### config.mk
export PLATFORM = sky130hd
export DESIGN_NAME = fb_port_arbiter
export DESIGN_NICKNAME = d
export VERILOG_FILES = /design/src/rtl/gbvga_pkg.sv /design/src/rtl/fb_write_fifo.sv /design/src/rtl/fb_port_arbiter.sv
export SDC_FILE = /design/constraint.sdc
export NUM_CORES = 1
export LEC_CHECK = 0
export CELL_PAD_IN_SITES_DETAIL_PLACEMENT = 1
export CELL_PAD_IN_SITES_GLOBAL_PLACEMENT = 2
export CORE_ASPECT_RATIO = 0.6
export CORE_MARGIN = 10
export CORE_UTILIZATION = 30
export CTS_BUF_LIST = sky130_fd_sc_hd__clkbuf_8 sky130_fd_sc_hd__clkbuf_16
export CTS_CLUSTER_DIAMETER = 120
export DETAILED_ROUTE_END_ITERATION = 8
export PLACE_DENSITY = 0.6
export SETUP_SLACK_MARGIN = 0.15
export SLEW_MARGIN = 20
export SYNTH_ARGS = -nofsm -noshare
export SYNTH_HDL_FRONTEND = slang
export SYNTH_SLANG_ARGS = --single-unit
### constraint.sdc
create_clock -name clk -period 6.3 [get_ports clk]
set_input_delay 0.945 -clock clk [delete_from_list [all_inputs] [get_ports clk]]
set_output_delay 0.945 -clock clk [all_outputs]
set_load 0.05 [all_outputs]
### src/rtl/gbvga_pkg.sv
// rtl/gbvga_pkg.sv - shared framebuffer types and grant encoding
package gbvga_pkg;

    localparam int ADDR_W   = 15;
    localparam int DATA_W   = 2;
    localparam int FB_WORDS = 23040;

    typedef logic [ADDR_W-1:0] fb_addr_t;
    typedef logic [DATA_W-1:0] pix_t;

    typedef enum logic [1:0] {
        GNT_IDLE,
        GNT_READ,
        GNT_WRITE,
        GNT_FORCE
    } grant_e;

endpackage

### src/rtl/fb_write_fifo.sv
// rtl/fb_write_fifo.sv - capture write queue of {addr,data} entries
module fb_write_fifo #(
    parameter int ADDR_W = 15,
    parameter int DATA_W = 2,
    parameter int DEPTH  = 4
) (
    input  logic              clk,
    input  logic              rst,
    input  logic              push,
    input  logic [ADDR_W-1:0] push_addr,
    input  logic [DATA_W-1:0] push_data,
    input  logic              pop,
    output logic [ADDR_W-1:0] head_addr,
    output logic [DATA_W-1:0] head_data,
    output logic              full,
    output logic              empty
);
    localparam int PTR_W = $clog2(DEPTH);
    localparam logic [PTR_W:0] FULL_CNT = DEPTH[PTR_W:0];

    logic [ADDR_W+DATA_W-1:0] mem_q [DEPTH];
    logic [ADDR_W+DATA_W-1:0] mem_d [DEPTH];
    logic [PTR_W-1:0]         wr_ptr_q, wr_ptr_d;
    logic [PTR_W-1:0]         rd_ptr_q, rd_ptr_d;
    logic [PTR_W:0]           count_q, count_d;
    logic                     do_push, do_pop;

    assign full  = (count_q == FULL_CNT);
    assign empty = (count_q == '0);
    assign {head_addr, head_data} = mem_q[rd_ptr_q];

    // Pointer/count update; a push into a full queue is legal only alongside a pop.
    always_comb begin
        do_push  = push && (!full || pop);
        do_pop   = pop && !empty;
        mem_d    = mem_q;
        wr_ptr_d = wr_ptr_q;
        rd_ptr_d = rd_ptr_q;
        count_d  = count_q;
        if (do_push) begin
            mem_d[wr_ptr_q] = {push_addr, push_data};
            wr_ptr_d        = wr_ptr_q + PTR_W'(1);
        end
        if (do_pop) begin
            rd_ptr_d = rd_ptr_q + PTR_W'(1);
        end
        case ({do_push, do_pop})
            2'b10:   count_d = count_q + (PTR_W+1)'(1);
            2'b01:   count_d = count_q - (PTR_W+1)'(1);
            default: count_d = count_q;
        endcase
    end

    // Queue control state; reset discards every queued entry.
    always_ff @(posedge clk or posedge rst) begin
        if (rst) begin
            wr_ptr_q <= '0;
            rd_ptr_q <= '0;
            count_q  <= '0;
        end else begin
            wr_ptr_q <= wr_ptr_d;
            rd_ptr_q <= rd_ptr_d;
            count_q  <= count_d;
        end
    end

    // Entry storage; contents are meaningless while the count says empty.
    always_ff @(posedge clk) begin
        mem_q <= mem_d;
    end

endmodule

### src/rtl/fb_port_arbiter.sv
// rtl/fb_port_arbiter.sv - display-read / capture-write arbiter for the framebuffer RAM
module fb_port_arbiter #(
    parameter int ADDR_W       = gbvga_pkg::ADDR_W,
    parameter int DATA_W       = gbvga_pkg::DATA_W,
    parameter int FIFO_DEPTH   = 4,
    parameter int STARVE_LIMIT = 8
) (
    input  logic              clk,
    input  logic              rst,
    input  logic              rd_req,
    input  logic [ADDR_W-1:0] rd_addr,
    output logic              rd_valid,
    output logic [DATA_W-1:0] rd_data,
    output logic              rd_stale,
    input  logic              wr_req,
    input  logic [ADDR_W-1:0] wr_addr,
    input  logic [DATA_W-1:0] wr_data,
    input  logic              ovf_clr,
    output logic              overflow,
    output logic [ADDR_W-1:0] ram_addr,
    output logic              ram_we,
    output logic [DATA_W-1:0] ram_wdata,
    input  logic [DATA_W-1:0] ram_rdata
);
    import gbvga_pkg::*;

    localparam int STARVE_W = $clog2(STARVE_LIMIT + 1);
    localparam logic [STARVE_W-1:0] STARVE_MAX = STARVE_W'(STARVE_LIMIT);

    // One return-pipeline stage: read qualifiers plus the cache update the RAM op implies.
    typedef struct packed {
        logic              valid;
        logic              stale;
        logic              fill;
        logic              upd;
        logic [DATA_W-1:0] wdata;
    } stage_t;

    logic [ADDR_W-1:0]   ram_addr_q, ram_addr_d;
    logic                ram_we_q, ram_we_d;
    logic [DATA_W-1:0]   ram_wdata_q, ram_wdata_d;
    logic [ADDR_W-1:0]   cache_addr_q, cache_addr_d;
    logic                cache_valid_q, cache_valid_d;
    logic [DATA_W-1:0]   cache_data_q, cache_data_d;
    stage_t              stg1_q, stg1_d, stg2_q, stg2_d;
    logic                rd_valid_q, rd_valid_d;
    logic                rd_stale_q, rd_stale_d;
    logic [DATA_W-1:0]   rd_data_q, rd_data_d;
    logic [STARVE_W-1:0] starve_q, starve_d;
    logic                overflow_q, overflow_d;

    logic [ADDR_W-1:0]   head_addr;
    logic [DATA_W-1:0]   head_data;
    logic                fifo_full, fifo_empty;
    logic                rd_hit, rd_miss, pop, push, drop;
    grant_e              grant;

    fb_write_fifo #(
        .ADDR_W (ADDR_W),
        .DATA_W (DATA_W),
        .DEPTH  (FIFO_DEPTH)
    ) u_fifo (
        .clk       (clk),
        .rst       (rst),
        .push      (push),
        .push_addr (wr_addr),
        .push_data (wr_data),
        .pop       (pop),
        .head_addr (head_addr),
        .head_data (head_data),
        .full      (fifo_full),
        .empty     (fifo_empty)
    );

    // Grant selection, RAM command, cache tracking, return pipeline, starve and overflow.
    always_comb begin
        rd_hit  = rd_req && cache_valid_q && (rd_addr == cache_addr_q);
        rd_miss = rd_req && !rd_hit;

        grant = GNT_IDLE;
        if ((starve_q == STARVE_MAX) && !fifo_empty) begin
            grant = GNT_FORCE;
        end else if (rd_miss) begin
            grant = GNT_READ;
        end else if (!fifo_empty) begin
            grant = GNT_WRITE;
        end

        pop  = (grant == GNT_WRITE) || (grant == GNT_FORCE);
        push = wr_req && (!fifo_full || pop);
        drop = wr_req && fifo_full && !pop;

        ram_addr_d    = ram_addr_q;
        ram_we_d      = 1'b0;
        ram_wdata_d   = ram_wdata_q;
        cache_addr_d  = cache_addr_q;
        cache_valid_d = cache_valid_q;
        if (grant == GNT_READ) begin
            ram_addr_d    = rd_addr;
            cache_addr_d  = rd_addr;
            cache_valid_d = 1'b1;
        end else if (pop) begin
            ram_addr_d  = head_addr;
            ram_we_d    = 1'b1;
            ram_wdata_d = head_data;
        end

        // Cache updates ride the pipeline so they land in RAM-op order: the later op wins.
        stg1_d.valid = rd_req;
        stg1_d.stale = rd_miss && (grant == GNT_FORCE);
        stg1_d.fill  = (grant == GNT_READ);
        stg1_d.upd   = pop && cache_valid_q && (head_addr == cache_addr_q);
        stg1_d.wdata = head_data;
        stg2_d       = stg1_q;

        rd_valid_d = stg2_q.valid;
        rd_stale_d = stg2_q.valid && stg2_q.stale;
        rd_data_d  = rd_data_q;
        if (stg2_q.valid) begin
            rd_data_d = stg2_q.fill ? ram_rdata : cache_data_q;
        end

        cache_data_d = cache_data_q;
        if (stg2_q.fill) begin
            cache_data_d = ram_rdata;
        end else if (stg2_q.upd) begin
            cache_data_d = stg2_q.wdata;
        end

        starve_d = starve_q;
        if (pop || fifo_empty) begin
            starve_d = '0;
        end else if (starve_q != STARVE_MAX) begin
            starve_d = starve_q + STARVE_W'(1);
        end

        overflow_d = overflow_q;
        if (drop) begin
            overflow_d = 1'b1;
        end else if (ovf_clr) begin
            overflow_d = 1'b0;
        end
    end

    // State registers; reset abandons in-flight reads and leaves the RAM untouched.
    always_ff @(posedge clk or posedge rst) begin
        if (rst) begin
            ram_addr_q    <= '0;
            ram_we_q      <= 1'b0;
            ram_wdata_q   <= '0;
            cache_addr_q  <= '0;
            cache_valid_q <= 1'b0;
            cache_data_q  <= '0;
            stg1_q        <= '0;
            stg2_q        <= '0;
            rd_valid_q    <= 1'b0;
            rd_stale_q    <= 1'b0;
            rd_data_q     <= '0;
            starve_q      <= '0;
            overflow_q    <= 1'b0;
        end else begin
            ram_addr_q    <= ram_addr_d;
            ram_we_q      <= ram_we_d;
            ram_wdata_q   <= ram_wdata_d;
            cache_addr_q  <= cache_addr_d;
            cache_valid_q <= cache_valid_d;
            cache_data_q  <= cache_data_d;
            stg1_q        <= stg1_d;
            stg2_q        <= stg2_d;
            rd_valid_q    <= rd_valid_d;
            rd_stale_q    <= rd_stale_d;
            rd_data_q     <= rd_data_d;
            starve_q      <= starve_d;
            overflow_q    <= overflow_d;
        end
    end

    assign ram_addr  = ram_addr_q;
    assign ram_we    = ram_we_q;
    assign ram_wdata = ram_wdata_q;
    assign rd_valid  = rd_valid_q;
    assign rd_stale  = rd_stale_q;
    assign rd_data   = rd_data_q;
    assign overflow  = overflow_q;

endmodule

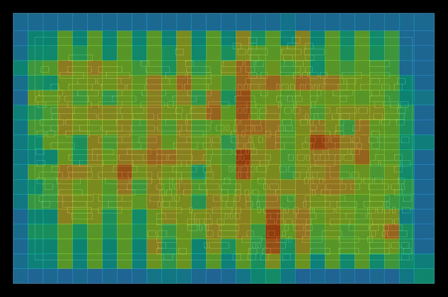
(track usage over the die)
drt wl/cell: 20.1 µm
GR Util met3: 0.0302
met2 usage: 0.163
Final Util: 0.389
M1 GR Usage: 0.159

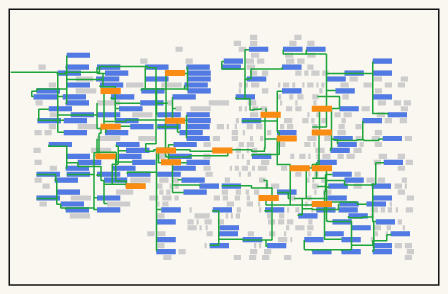
(clock wires, drivers and flops)
flip-flops: drawn in blue, count 132. clock wires: drawn in green, length 1910 µm. clock-net drivers: drawn in orange, count 17.
There are 18 routed clock nets.

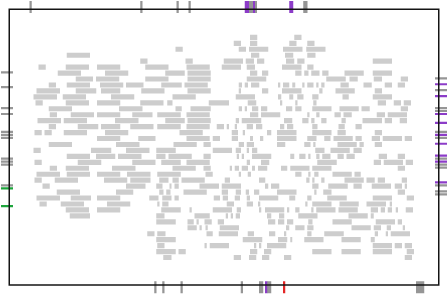
(pin map)
Pins as bars across the die edge, other pins in grey.
`rd_req`: drawn in red, pins 1, direction input, edge bottom. `wr_data`: drawn in green, pins 2, direction input, edge left. `rd_addr`: drawn in purple, pins 15, direction input, edge 9 right, 5 top, 1 bottom.
All pins by edge: 21 right, 14 bottom, 14 top, 13 left.

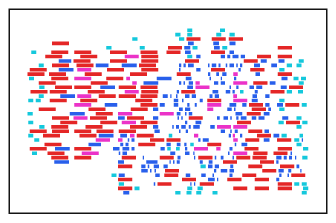
(placement by cell class)
clock drivers and dummy loads: drawn in magenta, cells 32, share of their area 9.1%. registers: drawn in red, cells 132, share of their area 54%. remaining logic cells: drawn in blue, cells 209, share of their area 27%. remaining buffers and delay cells: drawn in cyan, cells 67, share of their area 9.7%.

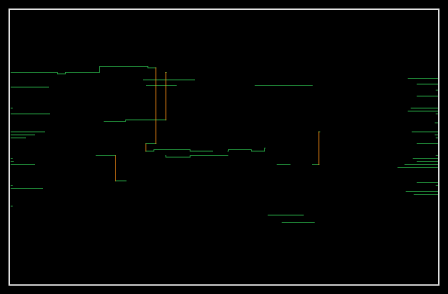
(wiring by layer)
Two of the layers only.
M4: drawn in orange, wire length 86.4 µm. M3: drawn in green, wire length 574 µm.

==> results_slide.txt <==
Physical Implementation Snapshot

Status
  • Status: complete, no violations

STA
  • Setup total negative slack: 0 ns
  • Final Hold Vio Count: 0
  • Final setup vio count: 0
  • Fin crit period: 3.53 ns
  • Fin worst setup slack: 2.77 ns
  • Hold slack: approximately 0.35 ns
  • Slew headroom: 0.358
  • Slew @ Worst Pin: 0.964 ns
  • Final Max-Slew Violation Tally: 0

Yosys
  • Distinct lib cells: 43
  • Synthesized-area fraction occupied by adder cells: 0.0194
  • Compound Share, Synth: 0.0662
  • And+or+nand+nor area frac: 0.0556
  • Synth Cell Area: 5550 µm²
  • Top cells, area: edfxtp_1 (37%), dfrtp_1 (29%), mux4_1 (4.7%)
  • Count leader, synth: edfxtp_1
  • Yosys Warn Count: 0
  • Top area contributor share: 0.368
  • Syn avg cell area: 15.6 µm²
  • Top FF cell, synth: edfxtp_1
  • Yosys stat area: 5550 µm²
  • Leading area contributor after synthesis: edfxtp_1
  • Syn_nets: 402

Power
  • P per Cell Area: 467 nW/µm²
  • Power consumption: about 3300 µW
  • Pleak: 0.00262 µW
  • Sequential cell power: approximately 1200 µW
  • Largest Pwr Group: sequential cells
  • Gate power share: 0.317
  • Comb pwr: 1040 µW
  • P_int: 2160 µW
  • Clk. pwr: between 1000 and 1500 µW
  • Switching pwr: 1130 µW

Placement
  • Cell count after placement: around 650
  • Placed Area: between 6000 and 7000 µm²
  • Number of I/O port buffers: 61

Drt
  • Post-Route M1 WL: 7.15 mm
  • Starting DRC count in detailed routing: 174
  • Post-Route WL: 13.7 mm
  • Drt drc: 0
  • Routed met3 length: 574 µm
  • Via count: 3206
  • Routed Antenna Nets: 0

Cells and area
  • Non-clock buffer share: 0.0931
  • Clk cell area share: 0.0874
  • Final-layout fill cell count: 1837
  • Clock buffers: 17
  • Non-clk bufs: 67
  • Fin cells: 680
  • Register area: 3640 µm²
  • Dominant logic cell type in the layout: edfxtp_1
  • Logic cell area: 1770 µm²
  • Most instantiated logic cells after routing: edfxtp_1 (68), dfrtp_1 (64), clkdlybuf4s50_1 (61)
  • Sequential share of cell area: 0.517
  • Number of logic gates: 193
  • # diodes: 0
  • Most flops, register: u_fifo.mem_q
  • Layout cells sized above 1: 0.182
  • Registers: 132
  • Max reg flops: 68
  • Fin area: 7040 µm²

Setup path
  • CP max-delay cell: and2_1
  • Worst path max stage delay: 0.82 ns
  • Buffers & Inverters on Critical Path: 2
  • Crit path launch type: input port
  • WP data arrival: 3.56 ns
  • Reg-to-reg slack, setup: 3.39 ns
  • Worst reg2reg path depth: 6
  • Levels on crit path: 7
  • Reg2reg start: cache_addr_q[1]
  • Critical path endpoint: u_fifo.mem_q[20]
  • Worst R2R End: u_fifo.mem_q[20]
  • Worst EP required: 6.33 ns
  • Crit Path Max Fanout: 21
  • Worst setup path class: input port to flop

Global routing
  • Initial antenna violation count: 2
  • Gr ovfl total: 0
  • Tot GR Track Use: 0.113
  • Vias in the first global route: between 3000 and 4000

Worst hold path
  • Hold EP: stg2_q[0]
  • Worst hold path cell count: 0

Clocking
  • Clk slew on worst S/H paths: ~0.060 ns
  • Clock sinks: around 130
  • Clock root buffer master: clkbuf_16
  • Post-CTS Setup Bufs: 0
  • Resize count post-CTS: 0
  • CTS tree: built
  • CTS buffer count: 17

Die
  • Die H: 125 µm
  • Floorplan die width: between 150 and 200 µm
  • Row cnt: 38
  • Core box area: 18100 µm²
  • Fp util: 0.307
  • Die ar.: ~25000 µm²
  • Tap Count: 240

Run
  • Max Cap Viol: 0
No activity file was given, so power comes from the tool's default toggle rates.
